### Local utilization

The bar under the picture is 20 µm long. 12 x 11 tiles, from black (low) to pale yellow (high), 0 to 100% covered.
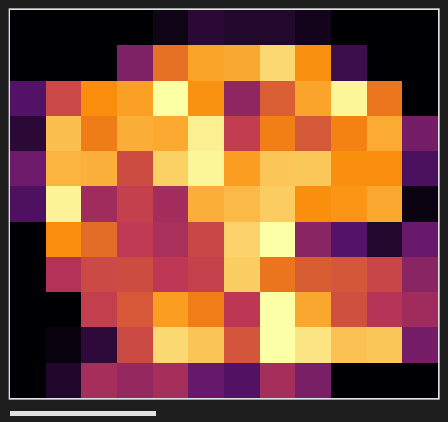
### Routed metal per tile

The bar under the picture is 20 µm long. 12 x 11 tiles, from black (low) to pale yellow (high), scaled to the fullest tile. Values are wire area over tile area, all layers added.
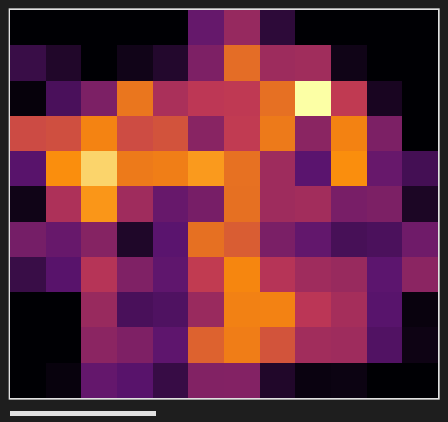
### The metal 1 layer

The bar under the picture is 20 µm long.
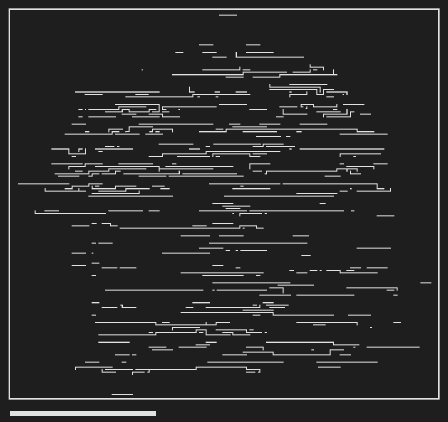
### Congestion heat map

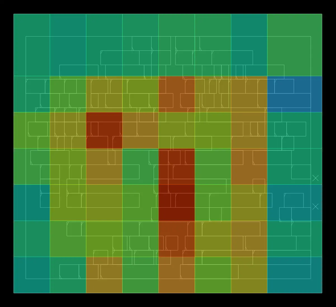
### config.mk
export PLATFORM = sky130hd
export DESIGN_NAME = idx_list_serializer
export DESIGN_NICKNAME = d
export VERILOG_FILES = /design/src/rtl/idx_list_serializer_pkg.sv /design/src/rtl/idx_list_serializer.sv
export SDC_FILE = /design/constraint.sdc
export NUM_CORES = 1
export LEC_CHECK = 0
export CORE_ASPECT_RATIO = 0.9
export CORE_MARGIN = 2
export CORE_UTILIZATION = 45
export DETAILED_ROUTE_END_ITERATION = 16
export HOLD_SLACK_MARGIN = 0.05
export PLACE_DENSITY = 0.76
export SKIP_LAST_GASP = 1
export SLEW_MARGIN = 20
export SYNTH_ARGS = -nofsm -noshare
export SYNTH_HDL_FRONTEND = slang
export SYNTH_SLANG_ARGS = --single-unit
### constraint.sdc
create_clock -name i_clk -period 2.7 [get_ports i_clk]
set_input_delay 0.27 -clock i_clk [delete_from_list [all_inputs] [get_ports i_clk]]
set_output_delay 0.27 -clock i_clk [all_outputs]
set_load 0.01 [all_outputs]
### src/rtl/idx_list_serializer_pkg.sv
// Shared definitions for the index-merge tree and its list serializer.
// Count widths live here so producer and consumer agree on list sizing.
package idx_list_serializer_pkg;

    localparam logic ST_IDLE  = 1'b0;
    localparam logic ST_DRAIN = 1'b1;

    localparam int unsigned MAX_LIST   = 4;
    localparam int unsigned LIST_CNT_W = 3;

    localparam logic [LIST_CNT_W-1:0] MAX_CNT = LIST_CNT_W'(MAX_LIST);

    typedef enum logic {
        StIdle  = ST_IDLE,
        StDrain = ST_DRAIN
    } state_e;

    // Oversized counts are truncated to a full list.
    function automatic logic [LIST_CNT_W-1:0] clamp_count(input logic [LIST_CNT_W-1:0] num);
        return (num > MAX_CNT) ? MAX_CNT : num;
    endfunction

endpackage

### src/rtl/idx_list_serializer.sv
// Serializes a compacted list of up to four indices into one index per beat.
// One list is buffered so that a new list can load on the final beat of the current one.
module idx_list_serializer
    import idx_list_serializer_pkg::*;
#(
    parameter int unsigned WIDTH = 4
) (
    input  logic             i_clk,
    input  logic             i_rst_n,
    input  logic             i_in_valid,
    output logic             o_in_ready,
    input  logic [WIDTH-1:0] i_idx1,
    input  logic [WIDTH-1:0] i_idx2,
    input  logic [WIDTH-1:0] i_idx3,
    input  logic [WIDTH-1:0] i_idx4,
    input  logic [2:0]       i_num,
    output logic             o_out_valid,
    input  logic             i_out_ready,
    output logic [WIDTH-1:0] o_idx,
    output logic [1:0]       o_pos,
    output logic             o_last,
    output logic             o_empty_pulse,
    output logic             o_err
);

    state_e                  state_q, state_d;
    logic [WIDTH-1:0]        slot_q [MAX_LIST];
    logic [WIDTH-1:0]        slot_d [MAX_LIST];
    logic [WIDTH-1:0]        in_slot [MAX_LIST];
    logic [LIST_CNT_W-1:0]   num_q, num_d;
    logic [1:0]              ptr_q, ptr_d;
    logic                    empty_q, empty_d;
    logic                    err_q, err_d;

    logic                    drain;
    logic                    last_beat;
    logic                    accept;
    logic                    take;

    assign in_slot[0] = i_idx1;
    assign in_slot[1] = i_idx2;
    assign in_slot[2] = i_idx3;
    assign in_slot[3] = i_idx4;

    assign drain     = (state_q == StDrain);
    assign last_beat = drain && ({1'b0, ptr_q} == (num_q - 3'd1));
    assign take      = drain && i_out_ready;

    // Ready looks only at held state and downstream ready, never at i_in_valid.
    assign o_in_ready = (state_q == StIdle) || (last_beat && i_out_ready);
    assign accept     = i_in_valid && o_in_ready;

    always_comb begin
        state_d = state_q;
        num_d   = num_q;
        ptr_d   = ptr_q;
        empty_d = 1'b0;
        err_d   = err_q;
        for (int unsigned i = 0; i < MAX_LIST; i++) begin
            slot_d[i] = slot_q[i];
        end

        if (take) begin
            if (last_beat) begin
                state_d = StIdle;
            end else begin
                ptr_d = ptr_q + 2'd1;
            end
        end

        if (accept) begin
            if (i_num == 3'd0) begin
                empty_d = 1'b1;
                state_d = StIdle;
            end else begin
                for (int unsigned i = 0; i < MAX_LIST; i++) begin
                    slot_d[i] = in_slot[i];
                end
                num_d   = clamp_count(i_num);
                ptr_d   = 2'd0;
                state_d = StDrain;
                if (i_num > MAX_CNT) begin
                    err_d = 1'b1;
                end
            end
        end
    end

    always_ff @(posedge i_clk) begin
        if (!i_rst_n) begin
            state_q <= StIdle;
            num_q   <= '0;
            ptr_q   <= '0;
            empty_q <= 1'b0;
            err_q   <= 1'b0;
            for (int unsigned i = 0; i < MAX_LIST; i++) begin
                slot_q[i] <= '0;
            end
        end else begin
            state_q <= state_d;
            num_q   <= num_d;
            ptr_q   <= ptr_d;
            empty_q <= empty_d;
            err_q   <= err_d;
            for (int unsigned i = 0; i < MAX_LIST; i++) begin
                slot_q[i] <= slot_d[i];
            end
        end
    end

    assign o_out_valid   = drain;
    assign o_idx         = drain ? slot_q[ptr_q] : '0;
    assign o_pos         = drain ? ptr_q : 2'd0;
    assign o_last        = last_beat;
    assign o_empty_pulse = empty_q;
    assign o_err         = err_q;

endmodule

==> run_results.csv <==
group,metric,value,unit
drt,firstDrtPassIters,11,
yosys,yosysTopAreaCell,"edfxtp_1",
grt,grt_pass1_vias,783,
critical_path,cpPeakStageDelay,0.55,ns
critical_path,end_kind,"output pin",
timing,setup_tns,0,ns
timing,slew_violations,0,
drt,remaining_drc_errors,2,
drt,dr.max_layer_used,"met4",
critical_path,start_kind,"flop",
die,ios,34,
die,placementRows,17,
die,die_y,53.24,µm
run_status,violations,"design-rule violations",
pwr,pwr-share-seq,0.548,
critical_path,cp_max_fo,6,
drt,viasPerCell,5.453,
cells_and_area,fill_cells,211,
timing,clock_skew,0.009052,ns
pwr,power_per_cell_area,510.0,nW/µm²
clock_tree,clockBufferDepth,2,
job,cap_violations,0,
drt,wl_met3,77,µm
job,warnings,26,
grt,antenna_found_initial,0,
yosys,synth_area,1212,µm²
timing,period_used_share,0.9193,
place,place_congestion,0.7693,
yosys,yosysSeqAreaShare,0.5284,
yosys,topCellsByArea,"edfxtp_1, dfxtp_1, mux4_1, and3_2, and3_1",
timing,maxSlewHeadroom,0.6589,
timing,final_hold_viol_count,0,
critical_path,required,2.43,ns
timing,hold_slack,0.4874,ns
run_status,outcome,"finished with violations",
cells_and_area,design_area,1569,µm²
clock_tree,cts_hold_buffers,0,
timing,max_freq,0.4029,GHz
pwr,power_frac_clock,0.281,
grt,grt_pass1_wl,3.836,mm
drt,ant_nets,0,
clock_tree,path_clk_slew,0.14,ns
die,die-width,58.72,µm
drt,drt_iter0_drc,35,
cells_and_area,final_cell_mix,"clkdlybuf4s50_1, edfxtp_1, and3_2",
clock_tree,clock_sinks,24,
pwr,irDropWorstVdd,0.0002871,V
critical_path,critPathSlowestCell,"clkdlybuf4s50_1",
cells_and_area,fin_cells,150,
timing,fin_crit,2.482,ns
timing,tightestPinTransition,0.5116,ns
place,place_hpwl,1.804,mm
place,place_inst,146,
cells_and_area,fin_util,0.6251,
yosys,yosys-stat-area,1212,µm²
drt,dr_wl_met2,1.226,mm
grt,overflow,0,
yosys,syn_inst,91,
pwr,leakage,0.0006179,µW
clock_tree,cts_setup_buffers,0,
pwr,p_int,615.8,µW
die,chip_area,3126,µm²
yosys,syn_avg_cell_area,13.32,µm²
critical_path,critPathTopFamily,"buffers and inverters",
timing,setup_violations,0,
clock_tree,htreeDepth,1,
critical_path,path_class,"flop to output pin",
min_path,hold_path.class,"flop to flop",
Back to the opening pictures, 'Local utilization':
fullest tile	100%
tiles over 75% full	33%
densest ninth of the die	center
core footprint: 2510 µm²
fp_density: 0.4831

Back to the opening pictures, 'Routed metal per tile':
fullest tile	0.37
densest ninth of the die	center
mean over tiles	0.12
tiles over half the peak	24%
global-route usage over all layers: 0.1725
Via Count: 818
Routed WL: 2.424 mm

Back to the opening pictures, 'The metal 1 layer':
nets with wire on the layer	126
longest straight run	17.9 µm
main direction	horizontal
wire length on this layer	1090 µm
met1 Track Usage GR: 0.2156

Back to the opening pictures, 'Congestion heat map':
M3 GR Usage: 0.02934
Avg WL per Cell: 16.16 µm

## worst min-delay path: cells and delay by family (launching register included)
family             cells  cell delay (ns)
and+or+nand+nor        1             0.05
AOI/OAI and AO/OA      1             0.07
DFF                    1             0.34
## power by group through the flow
stage	Combinational, µW	Sequential (µW)	Clock [µW]
4_1_cts	137	439	229
3_3_place_gp	131	445	0
2_1_floorplan	80.3	439	0
3_5_place_dp	136	448	0
5_1_grt	147	442	245
6_report	136	439	225
## layout make-up
| cell class | instances | area, µm² | share of cell area |
|---|---|---|---|
| clock buffer | 4 | 47.55 | 0.03030 |
| multi-input combinational | 56 | 496.7 | 0.3166 |
| sequential | 24 | 640.6 | 0.4083 |
| timing repair buffer | 33 | 330.3 | 0.2105 |
| inverter | 5 | 18.77 | 0.01196 |
| tap | 28 | 35.03 | 0.02233 |
## flip-flops by register name, indices dropped and copies added (netlist names)
register       flops
o_out_valid        1
num_q              3
o_empty_pulse      1
slot_q            16
o_err              1
ptr_q              2
## stage by stage
| step | power (µW) | setup slack, ns |
|---|---|---|
| detailed placement | 584.5 | 0.5543 |
| finish | 800.1 | 0.2178 |
| global placement | 576.3 | 0.5997 |
| global route | 834.4 | 0.1033 |
| CTS | 805.8 | 0.2012 |
| floorplan | 519.8 | 0.6589 |
## cells in the mapped netlist
master / n
nand2_1: 3
a31o_2: 1
a31oi_1: 1
mux4_1: 4
ha_1: 1
or3_1: 1
edfxtp_1: 16
inv_1: 5
dfxtp_1: 8
nand3_1: 2
buf_8: 1
and2_1: 5
clkbuf_1: 2
and3_1: 8
nand2b_1: 2
xnor2_1: 3
a41o_4: 1
xor2_2: 1
and3_2: 9
o21ai_0: 2
buf_6: 3
xor2_4: 1
nor2_1: 5
o32ai_1: 2
a311oi_1: 1
and3_4: 1
o2bb2ai_1: 2
## worst paths after layout
path	startpoint	to	slack, ns	cells past startpoint
worst max-delay path	num_q[0]	o_in_ready	0.22	5
worst min-delay path	o_err	o_err	0.49	2
worst max register to register	num_q[0]	slot_q[1][2]	0.55	5
worst min register to register	o_err	o_err	0.49	2
## layer usage
layer,track usage,vias up
met2,0.2978,20
li1,-,403
met1,0.2156,393
met3,0.02934,2
met4,0.06818,0
met5,0,-
## kinds of logic (layout without fill, tap and decap cells)
logic type / count (synthesis) / count (layout) / share of synthesized area
adders and majority gates: 1 / 1 / 0.01032
buffers and inverters: 11 / 42 / 0.06192
xor gates and xnor gates: 5 / 5 / 0.05780
DFF: 24 / 24 / 0.5284
and+or+nand+nor: 36 / 36 / 0.1806
muxes: 4 / 4 / 0.08669
AOI/OAI and AO/OA: 10 / 10 / 0.07431
No activity file was given, so power comes from the tool's default toggle rates.
